Metal 4:
(1 px per um) Supply wires on this layer in gray. Cells faint in the background.
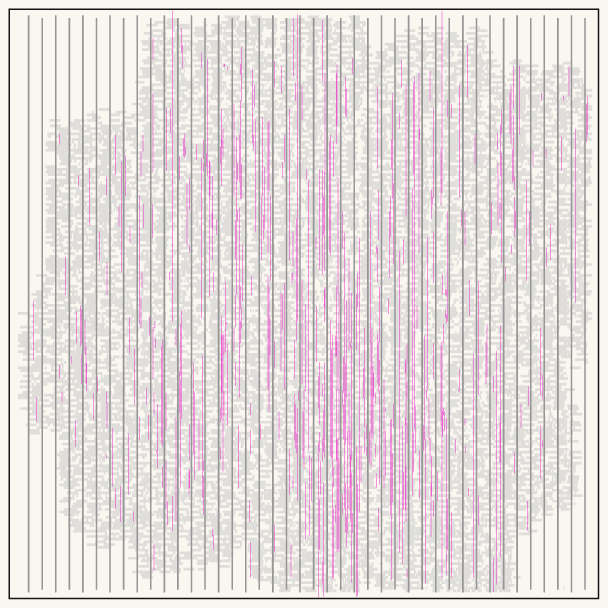
Clock wiring as the flow saved it:
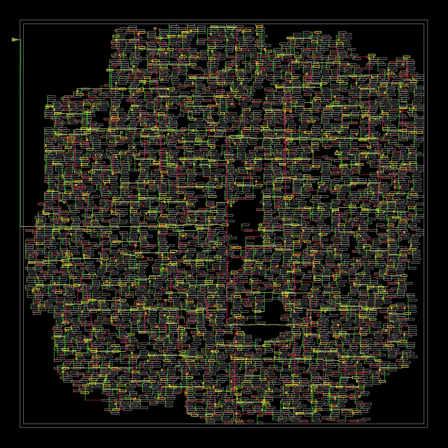
Metal 3:
(1 px per um) Cells faint in the background.
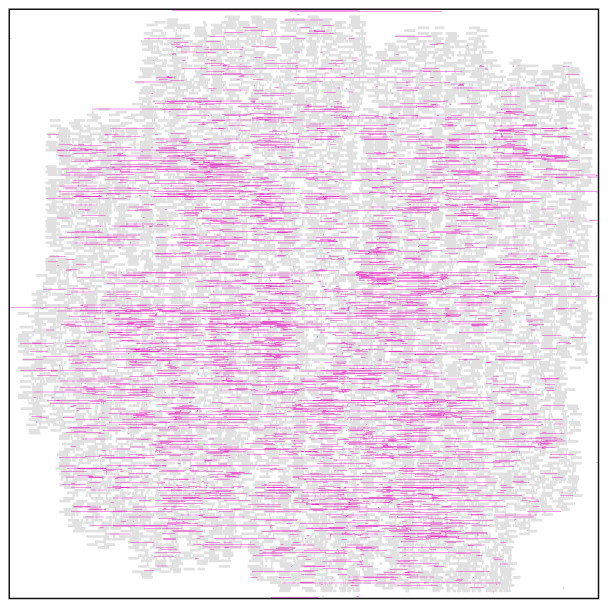
==> config.mk <==
export PLATFORM = sky130hd
export DESIGN_NAME = dmem_responder
export DESIGN_NICKNAME = d
export VERILOG_FILES = /design/src/rtl/dmem_responder.sv
export SDC_FILE = /design/constraint.sdc
export NUM_CORES = 2
export LEC_CHECK = 0
export CAP_MARGIN = 20
export CORE_MARGIN = 5
export CORE_UTILIZATION = 47
export DETAILED_ROUTE_END_ITERATION = 8
export DONT_BUFFER_PORTS = 1
export HOLD_SLACK_MARGIN = 0.08
export PLACE_DENSITY_LB_ADDON = 0.15
export SYNTH_ARGS = -nofsm -noshare
export SYNTH_HDL_FRONTEND = slang
export SYNTH_SLANG_ARGS = --single-unit
==> constraint.sdc <==
create_clock -name clk -period 3.85 [get_ports clk]
set_clock_uncertainty 0.1 [all_clocks]
set_input_delay 0.77 -clock clk [delete_from_list [all_inputs] [get_ports clk]]
set_output_delay 0.77 -clock clk [all_outputs]
set_load 0.02 [all_outputs]
==> summary.txt <==
combinational fraction of design power: 0.110
Post-Synth AOI/OAI Area: 0.0878
layout cell share with drive strength beyond 1: 0.179
Final ANT Viol Nets: 0
Synth Area in XOR/XNOR: 0
run status: finished, final reports clean
post-synthesis share of cell area spent on and, or, nand and nor gates: 0.0784
Sw Ratio: 0.248
Vias per Instance: 6.28
number of warnings issued by yosys: 0
half-perimeter wire length after detailed placement: 333,000 um
Highest Clock Rate: 0.261 GHz
yosys synthesis chip area: 157,000 sq um
reg2reg setup slack: 10 ps
Tool Warnings: 52
Nets: 11,200
post-CTS sizing: 26
total routing usage reported by global routing: 0.293
number of hold buffers added after CTS: 48
total setup violations reported at the end of the flow: 0
filler instances: 25,800
Worst slew margin: 0.289
startpoint kind of the worst setup timing path: flip-flop
flop share of the area: 0.670
FF+latch count, synth: 4,178
Multi-Input Combinational: 5,152
Switch Pwr: 0.0255 W
data required time of the worst path: 4610 ps
count of inverters not on the clock network in the layout: 11
number of buffer and inverter instances along the worst setup path: 3
H-tree depth: 5
arithmetic-cell share of the synthesized area counting full adders, half adders and majority gates: 0.000160
starting DRC count in detailed routing: 14,000
areal power density over the cells: 552 nW/um^2
number of setup buffers added after CTS: 3
cell at the root of the clock tree: clkbuf_16
FP Core Util: 0.471
Final clock-cell share: 0.0722
number of enable flip-flop cells: 4,140
worst reg-to-reg path cell count: 9
most instantiated cells after synthesis: edfxtp_1 (4,140), nand2_1 (1,552), o22ai_1 (1,146)
most area-consuming cells after synthesis: edfxtp_1 (79%), o22ai_1 (4.6%), nand2_1 (3.7%)
DR pass1 iterations: 6
Static Leakage: 61.6 nW
Dominant Register Cell: edfxtp_1
instance count on the critical path: 9
Top-area cell share: 0.793
Mapped Nets: 10,100
worst-case clock buffer depth: 4
critical path cell sequence: or2_2 -> buf_4 -> buf_4 -> o21ai_4 -> nand2_2 -> o21ai_0 -> nor4_2 -> buf_4 -> a32o_1
max reg flops: 4,096
gate count of the mapped netlist: 10,000
Maximum Capacitance Violations: 0
Worst path slowest cell: o21ai_0
number of port buffers: 0
final setup slack of the worst path: 14.7 ps
Synth-to-Final Area Change: 19.0%
number of buffers other than clock buffers in the final layout: 1,396
Mapped Area: 157,000 sq um
remaining routing DRC violations: 0
number of global-route vias before repair: 96,600
Placer Congestion: 0.900
post-synth top area cell: edfxtp_1
Max IR drop VDD: 396 uV
## Picture notes: 'metal 4'
longest straight run	352 um
share of all routed wire	4.5%
main direction	vertical
nets with wire on the layer	257
final wirelength: 522,000 um
number of vias after detailed routing: 100,000

## Picture notes: 'clock wiring as the flow saved it'
CTS Buf Count: 427
number of sinks handled by clock tree synthesis: 4,178
seq_cells: 4,178
clock insertion delay at the later pin of the skew report: 1020 ps
clock buffer count: 543

## Picture notes: 'metal 3'
longest straight run	223 um
main direction	horizontal
share of all routed wire	10%
wire length on this layer	53.5 mm
nets with wire on the layer	1,311
met3 track demand over resource: 0.0555

metrics by stage:
step           hold WS, ps  cells  total power, W  TNS [ps]  area, sq um
6_report               154  15900           0.103         0       187000
5_1_grt                113  15900           0.106     -8.58       187000
4_1_cts                124  15900           0.103         0       186000
3_5_place_dp           409  15100          0.0634     -4360       172000
3_3_place_gp           387  15100          0.0633     -5710       172000
2_1_floorplan          370  10000          0.0577         0       157000
per-layer routing:
layer / track usage / part of all wire / vias up
met5: 0 / 0.000088 / -
met4: 0.114 / 0.045 / 8
met3: 0.0555 / 0.10 / 949
met2: 0.462 / 0.46 / 5803
met1: 0.408 / 0.39 / 51200
li1: - / - / 42000
Power is estimated from default activity; no workload was simulated.
